### M3 wires, run 1

The bar under the picture is 20 um long.
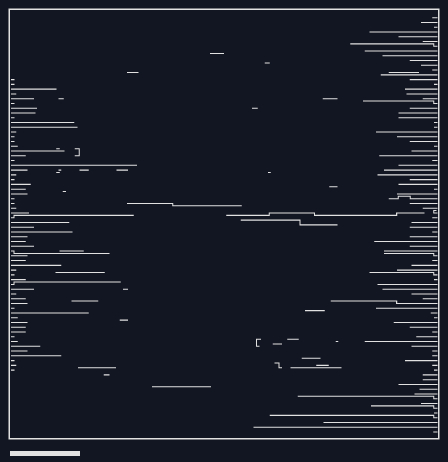
### Placed cells, one color a class, run 1

Fill, decap, tap and diode cells in gray.
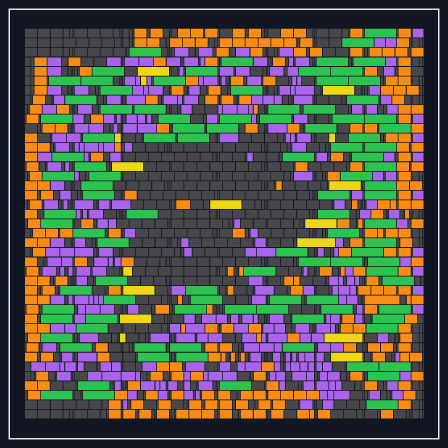
### Port wiring, run 1

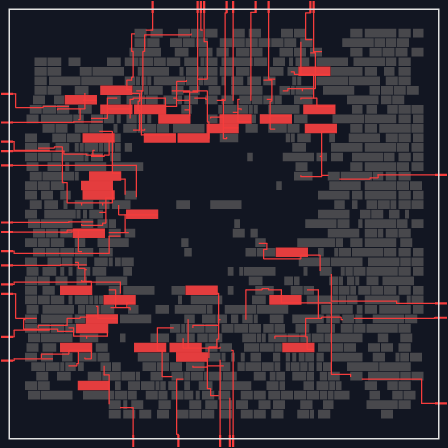
### Signal wires on met2, run 1

Cells faint in the background.
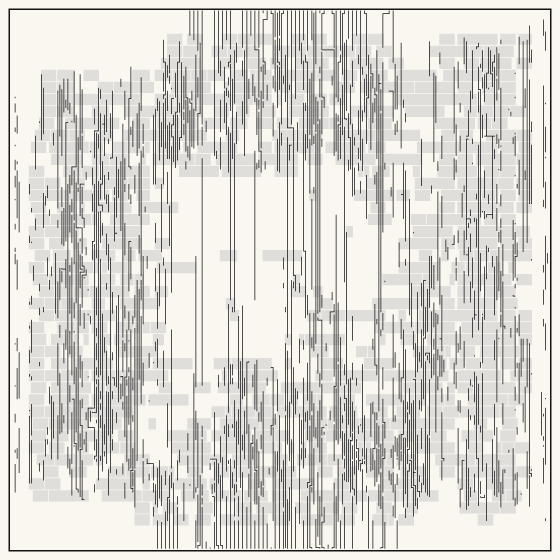
===== config.mk =====
export PLATFORM = sky130hd
export DESIGN_NAME = alu_op_issuer
export DESIGN_NICKNAME = d
export VERILOG_FILES = /design/src/rtl/alu_pkg.sv /design/src/rtl/alu_op_decoder.sv /design/src/rtl/alu_op_issuer.sv
export SDC_FILE = /design/constraint.sdc
export NUM_CORES = 1
export LEC_CHECK = 0
export CORE_MARGIN = 4
export CORE_UTILIZATION = 40
export DETAILED_ROUTE_END_ITERATION = 7
export GPL_TIMING_DRIVEN = 0
export HOLD_SLACK_MARGIN = 0.03
export PLACE_DENSITY = 0.89
export SYNTH_ARGS = -nofsm -noshare
export SYNTH_HDL_FRONTEND = slang
export SYNTH_SLANG_ARGS = --single-unit

===== constraint.sdc =====
create_clock -name clk -period 4.3 [get_ports clk]
set_clock_uncertainty 0.1 [all_clocks]
set_input_delay 0.43 -clock clk [delete_from_list [all_inputs] [get_ports clk]]
set_output_delay 0.43 -clock clk [all_outputs]
set_load 0.01 [all_outputs]

===== src/rtl/alu_pkg.sv =====
// Shared constants and types for the ALU operation issuer: ALU control codes,
// MIPS opcode/funct values, FSM state and operand-select encodings.
package alu_pkg;

  localparam logic [3:0] CTRL_ADD = 4'd0;
  localparam logic [3:0] CTRL_LW  = 4'd1;
  localparam logic [3:0] CTRL_SW  = 4'd2;
  localparam logic [3:0] CTRL_AND = 4'd3;
  localparam logic [3:0] CTRL_NOR = 4'd4;
  localparam logic [3:0] CTRL_SLL = 4'd5;
  localparam logic [3:0] CTRL_BEQ = 4'd6;
  localparam logic [3:0] CTRL_SLT = 4'd7;

  localparam logic [5:0] OP_RTYPE = 6'h00;
  localparam logic [5:0] OP_BEQ   = 6'h04;
  localparam logic [5:0] OP_ADDI  = 6'h08;
  localparam logic [5:0] OP_LW    = 6'h23;
  localparam logic [5:0] OP_SW    = 6'h2B;

  localparam logic [5:0] FN_SLL = 6'h00;
  localparam logic [5:0] FN_ADD = 6'h20;
  localparam logic [5:0] FN_AND = 6'h24;
  localparam logic [5:0] FN_NOR = 6'h27;
  localparam logic [5:0] FN_SLT = 6'h2A;

  typedef enum logic [1:0] {IDLE, ISSUE, DONE} state_t;

  typedef enum logic [1:0] {SEL_RS_RT, SEL_RS_IMM, SEL_RT_SHAMT} opsel_t;

endpackage


===== src/rtl/alu_op_decoder.sv =====
// Combinational MIPS opcode/funct decode into ALU control code, operand
// selection and a legality flag.
module alu_op_decoder
  import alu_pkg::*;
(
  input  logic [5:0] opcode,
  input  logic [5:0] funct,
  output logic [3:0] ctrl,
  output opsel_t     sel,
  output logic       legal
);

  always_comb begin
    ctrl  = CTRL_ADD;
    sel   = SEL_RS_RT;
    legal = 1'b0;
    case (opcode)
      OP_RTYPE: begin
        legal = 1'b1;
        case (funct)
          FN_ADD:  ctrl = CTRL_ADD;
          FN_AND:  ctrl = CTRL_AND;
          FN_NOR:  ctrl = CTRL_NOR;
          FN_SLT:  ctrl = CTRL_SLT;
          FN_SLL: begin
            ctrl = CTRL_SLL;
            sel  = SEL_RT_SHAMT;
          end
          default: legal = 1'b0;
        endcase
      end
      OP_ADDI: begin
        legal = 1'b1;
        ctrl  = CTRL_ADD;
        sel   = SEL_RS_IMM;
      end
      // sw rides on the lw code: the ALU does not refresh its output on code 2
      OP_LW, OP_SW: begin
        legal = 1'b1;
        ctrl  = CTRL_LW;
        sel   = SEL_RS_IMM;
      end
      OP_BEQ: begin
        legal = 1'b1;
        ctrl  = CTRL_BEQ;
      end
      default: legal = 1'b0;
    endcase
  end

endmodule


===== src/rtl/alu_op_issuer.sv =====
// Issues one decoded operation at a time into a combinational ALU and returns
// the captured result on a valid/ready handshake. Optional op counter: ALU_OP_ISSUER_PERF_CNT_EN.
//
// state | meaning
// IDLE  | ready for a request; operand registers hold the last op
// ISSUE | operands driven for one full cycle while the ALU settles
// DONE  | result presented, waiting for res_ready
module alu_op_issuer
  import alu_pkg::*;
#(
  parameter int WIDTH = 32
`ifdef ALU_OP_ISSUER_PERF_CNT_EN
  , parameter int CNT_W = 16
`endif
) (
  input  logic             clk,
  input  logic             reset,
  input  logic             in_valid,
  output logic             in_ready,
  input  logic [5:0]       opcode,
  input  logic [5:0]       funct,
  input  logic [4:0]       shamt,
  input  logic [WIDTH-1:0] rs_val,
  input  logic [WIDTH-1:0] rt_val,
  input  logic [15:0]      imm,
  output logic [WIDTH-1:0] alu_in1,
  output logic [WIDTH-1:0] alu_in2,
  output logic [3:0]       alu_ctrl,
  input  logic [WIDTH-1:0] alu_out,
  input  logic             alu_zero,
  output logic             res_valid,
  input  logic             res_ready,
  output logic [WIDTH-1:0] res_data,
  output logic             res_zero,
  output logic             res_illegal
`ifdef ALU_OP_ISSUER_PERF_CNT_EN
  , output logic [CNT_W-1:0] op_count
`endif
);

  state_t           state, state_nxt;
  logic [3:0]       dec_ctrl;
  opsel_t           dec_sel;
  logic             dec_legal;
  logic [WIDTH-1:0] op1, op2;

  alu_op_decoder u_dec (
    .opcode (opcode),
    .funct  (funct),
    .ctrl   (dec_ctrl),
    .sel    (dec_sel),
    .legal  (dec_legal)
  );

  always_comb begin
    op1 = rs_val;
    op2 = rt_val;
    case (dec_sel)
      SEL_RS_IMM:   op2 = {{(WIDTH-16){imm[15]}}, imm};
      SEL_RT_SHAMT: begin
        op1 = rt_val;
        op2 = {{(WIDTH-5){1'b0}}, shamt};
      end
      default: ;
    endcase
  end

  always_ff @(posedge clk or posedge reset) begin
    if (reset) state <= IDLE;
    else       state <= state_nxt;
  end

  always_comb begin
    state_nxt = state;
    case (state)
      IDLE:    if (in_valid) state_nxt = dec_legal ? ISSUE : DONE;
      ISSUE:   state_nxt = DONE;
      DONE:    if (res_ready) state_nxt = IDLE;
      default: state_nxt = IDLE;
    endcase
  end

  // in_ready is masked by reset so every output reads 0 while reset is held
  always_comb begin
    in_ready  = (state == IDLE) && !reset;
    res_valid = (state == DONE);
  end

  always_ff @(posedge clk or posedge reset) begin
    if (reset) begin
      alu_in1     <= '0;
      alu_in2     <= '0;
      alu_ctrl    <= '0;
      res_data    <= '0;
      res_zero    <= 1'b0;
      res_illegal <= 1'b0;
    end else begin
      case (state)
        IDLE: if (in_valid) begin
          if (dec_legal) begin
            alu_in1  <= op1;
            alu_in2  <= op2;
            alu_ctrl <= dec_ctrl;
          end else begin
            res_illegal <= 1'b1;
            res_data    <= '0;
            res_zero    <= 1'b0;
          end
        end
        // beq compares locally: the ALU leaves its zero flag stale when unequal
        ISSUE: begin
          res_data <= alu_out;
          res_zero <= (alu_ctrl == CTRL_BEQ) ? (alu_in1 == alu_in2) : alu_zero;
        end
        DONE: if (res_ready) res_illegal <= 1'b0;
        default: ;
      endcase
    end
  end

`ifdef ALU_OP_ISSUER_PERF_CNT_EN
  always_ff @(posedge clk or posedge reset) begin
    if (reset) begin
      op_count <= '0;
    end else if (state == DONE && res_ready && !res_illegal && op_count != '1) begin
      op_count <= op_count + CNT_W'(1);
    end
  end
`endif

endmodule


==> GITHUB_STEP_SUMMARY, run 1 <==
## Synthesis and layout report

| Metric | Value |
|---|---|
| Status | `finished clean` |
| Power Density | `429 mW/mm^2` |
| CTS sink count | `103` |
| FP Util | `41.0%` |
| Comb group | `1230 uW` |
| Layout Nets | `808` |
| Post-synthesis cell area | `0.00522 mm^2` |
| Die W | `122 um` |
| Slew margin rel. | `42.5%` |
| Worst Path Buf+Inv | `4` |
| Port Buf Inserts | `235` |
| Global route hottest layer | `met2` |
| Comb area share | `30.6%` |
| Vias in the first global route | `4707` |
| Drt first pass iters | `4` |
| Mux frac, synth | `23.2%` |
| Placed Cells | `833` |
| Clk_buf instances | `9` |
| Drt initial violations | `229` |
| Ant diodes | `0` |
| Worst Path Max Fanout | `10` |
| Met2 wire length | `8.69 mm` |
| Seq. cell area | `0.00258 mm^2` |
| Latency at later pin | `350 ps` |
| Yosys stat chip area | `0.00522 mm^2` |
| Met3 layer usage reported by global route | `6.96%` |
| First-pass GRT wire length | `26.2 mm` |
| Hold_ws | `398 ps` |
| Deepest clock path buffer count | `2` |
| Biggest regs | `alu_in1 x32, alu_in2 x32, res_data x32` |
| LEAKAGE | `0.00369 uW` |
| CTS Buf Count | `9` |
About 'M3 wires':
share of all routed wire	8.9%
nets with wire on the layer	168
longest straight run	52.2 um

About 'Placed cells, one color a class':
color	class	cells
orange	remaining buffers and delay cells	262
yellow	clock drivers and dummy loads	16
green	registers	103
purple	remaining logic cells	296
Final Core Density: 63.9%
sequential cell area share: 31.7%
core area: 0.0127 mm^2

About 'Port wiring':
color	port	bits	direction	end cells	wire
red	alu_in2	32	output	32	1570 um

About 'Signal wires on met2':
share of all routed wire	49%
wire length on this layer	8690 um
longest straight run	76.2 um
WL final: 17.6 mm
met2 GRT Util: 40.2%
routed vias: 4419

==> run 1: how the worst max path moves through the flow <==
stage / start / endpoint / depth (start not counted)
global route: opcode[5] / alu_in1[25]$_DFFE_PP0P_ / 10
detailed placement: opcode[5] / alu_in1[11]$_DFFE_PP0P_ / 10
CTS: opcode[5] / alu_in1[4]$_DFFE_PP0P_ / 10
finish: opcode[5] / alu_in1[25]$_DFFE_PP0P_ / 10
floorplan: opcode[5] / alu_in1[0]$_DFFE_PP0P_ / 9
global placement: reset / alu_in1[23]$_DFFE_PP0P_ / 2
==> run 1: cells in the mapped netlist (2+ instances only) <==
library cell | number | area share [%]
nor4_1 | 9 | 1.1
clkbuf_1 | 15 | 1.1
mux2i_1 | 3 | 0.58
and3_1 | 2 | 0.24
nand3_1 | 3 | 0.29
nor2b_1 | 7 | 0.84
buf_4 | 2 | 0.29
a22o_1 | 41 | 6.9
nor3_1 | 9 | 0.86
xor2_1 | 33 | 5.5
inv_1 | 6 | 0.43
buf_6 | 2 | 0.43
o21ai_0 | 8 | 0.77
nand2_1 | 44 | 3.2
ha_1 | 2 | 0.48
dfrtp_1 | 103 | 49
a22oi_1 | 6 | 0.86
nor2_1 | 4 | 0.29
mux2_4 | 20 | 5.8
mux2_2 | 78 | 17
a211o_1 | 2 | 0.34
buf_2 | 6 | 0.58
or4_1 | 2 | 0.29
==> run 1: cells in the final DEF, fill, tap and decap left out, drive strengths merged, types with 4 or more instances in the layout <==
| cell | n |
|---|---|
| a22o | 41 |
| a22oi | 6 |
| buf | 12 |
| clkbuf | 24 |
| clkdlybuf4s50 | 235 |
| clkinv | 4 |
| dfrtp | 103 |
| inv | 6 |
| mux2 | 98 |
| nand2 | 44 |
| nor2 | 4 |
| nor2b | 7 |
| nor3 | 9 |
| nor4 | 9 |
| o21ai | 8 |
| xor2 | 33 |
## Run 2: what changed since run 1
CAP_MARGIN = 20   (was not set)
clock period = 5.2 ns   (was 4.3 ns; I/O delays follow)
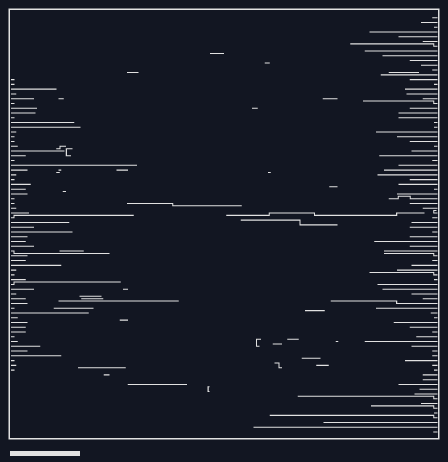
*M3 wires, run 2*
The bar under the picture is 20 um long.
nets with wire on the layer	171
wire length on this layer	1590 um
longest straight run	52.2 um
share of all routed wire	9.0%
main direction	horizontal
routed vias: 4431
met3 layer usage reported by global route: 6.96%
WL final: 17.6 mm

==> run 2 against run 1 <==
Cell area is essentially flat; sequential power shrank 17%; global-route usage is the same; non-clock buffer count is the same; combinational power shrank 17%; utilization is essentially flat; critical path type unchanged; highest routed layer unchanged.
==> GITHUB_STEP_SUMMARY, run 2 <==
## Synthesis and layout report

| Metric | Value |
|---|---|
| Status | `finished clean` |
| Yosys stat chip area | `0.00522 mm^2 (unchanged)` |
| Port Buf Inserts | `235 (unchanged)` |
| Drt first pass iters | `4 (unchanged)` |
| Ant diodes | `0 (unchanged)` |
| LEAKAGE | `0.00369 uW (-0.25%)` |
| FP Util | `41.0% (unchanged)` |
| Most common cell in the netlist | `dfrtp_1` |
| Core area | `0.0127 mm^2 (unchanged)` |
| Most frequent cells in the layout | `clkdlybuf4s50_1 (235), dfrtp_1 (103), mux2_2 (78), nand2_1 (44), a22o_1 (41)` |
| Post-synthesis cell area | `0.00522 mm^2 (unchanged)` |
| Worst Path Buf+Inv | `4 (unchanged)` |
| Top cells by area | `dfrtp_1 (49%), mux2_2 (17%), a22o_1 (6.9%)` |
| CTS sink count | `103 (unchanged)` |
| Biggest regs | `alu_in1 x32, alu_in2 x32, res_data x32` |
| Deepest clock path buffer count | `2 (unchanged)` |
| Layout Nets | `808 (unchanged)` |
| Vias in the first global route | `4707 (unchanged)` |
| Power Density | `355 mW/mm^2 (-17%)` |
| Drt initial violations | `229 (unchanged)` |
| Commonest Layout Cell | `clkdlybuf4s50_1` |
| Placed Cells | `833 (unchanged)` |
| Slew margin rel. | `42.9% (+0.48 points)` |
| Latency at later pin | `350 ps (about the same)` |
| Post-synth top area share | `49.4% (unchanged)` |
==> run 2: cell counts after synthesis <==
No cell type changed its count.
==> run 2: worst max-delay path by stage <==
stage | to | cells past startpoint | from
after floorplan | alu_in1[0]$_DFFE_PP0P_ | 9 | opcode[5]
after global placement | alu_in1[23]$_DFFE_PP0P_ | 2 | reset
after detailed placement | alu_in1[11]$_DFFE_PP0P_ | 10 | opcode[5]
after CTS | alu_in1[11]$_DFFE_PP0P_ | 10 | opcode[5]
after global routing | alu_in1[11]$_DFFE_PP0P_ | 10 | opcode[5]
final | alu_in1[11]$_DFFE_PP0P_ | 10 | opcode[5]
==> run 2: logic make-up after synthesis <==
family	Yosys count	share of synthesized area, %
flip-flops	103	49.4
multiplexers	101	23.2
AND/OR/NAND/NOR	88	8.34
AND-OR/OR-AND	64	9.97
XOR/XNOR	34	5.71
buffers and inverters	32	2.88
adder cells (fa/ha/maj)	2	0.479
other	1	0.0719
==> run 2: layer usage <==
layer / global-route usage (%) / up-vias / share of wire, %
met5: 0 / - / 0
met4: 8.26 / 0 / 1.9
met3: 6.96 / 23 / 9.0
met2: 40.2 / 208 / 49
met1: 27.7 / 2170 / 40
li1: - / 2030 / -
==> run 2: cell type report <==
type	count	area, um^2	area share [%]
well taps	172	215	2.65
multi-input cells	290	2490	30.6
repair buffers	236	2380	29.3
clock inverters	7	87.6	1.08
clock buffers	9	225	2.77
plain buffers	26	128	1.57
inverters	6	25.0	0.308
flip-flops and latches	103	2580	31.7
==> run 2: report_power, final <==
| group | switching, uW | total [uW] | internal (uW) |
|---|---|---|---|
| sequential | 174 | 1150 | 974 |
| combinational | 388 | 1020 | 627 |
| clock | 304 | 722 | 419 |
| total | 865 | 2890 | 2020 |
Power is estimated from default activity; no workload was simulated.
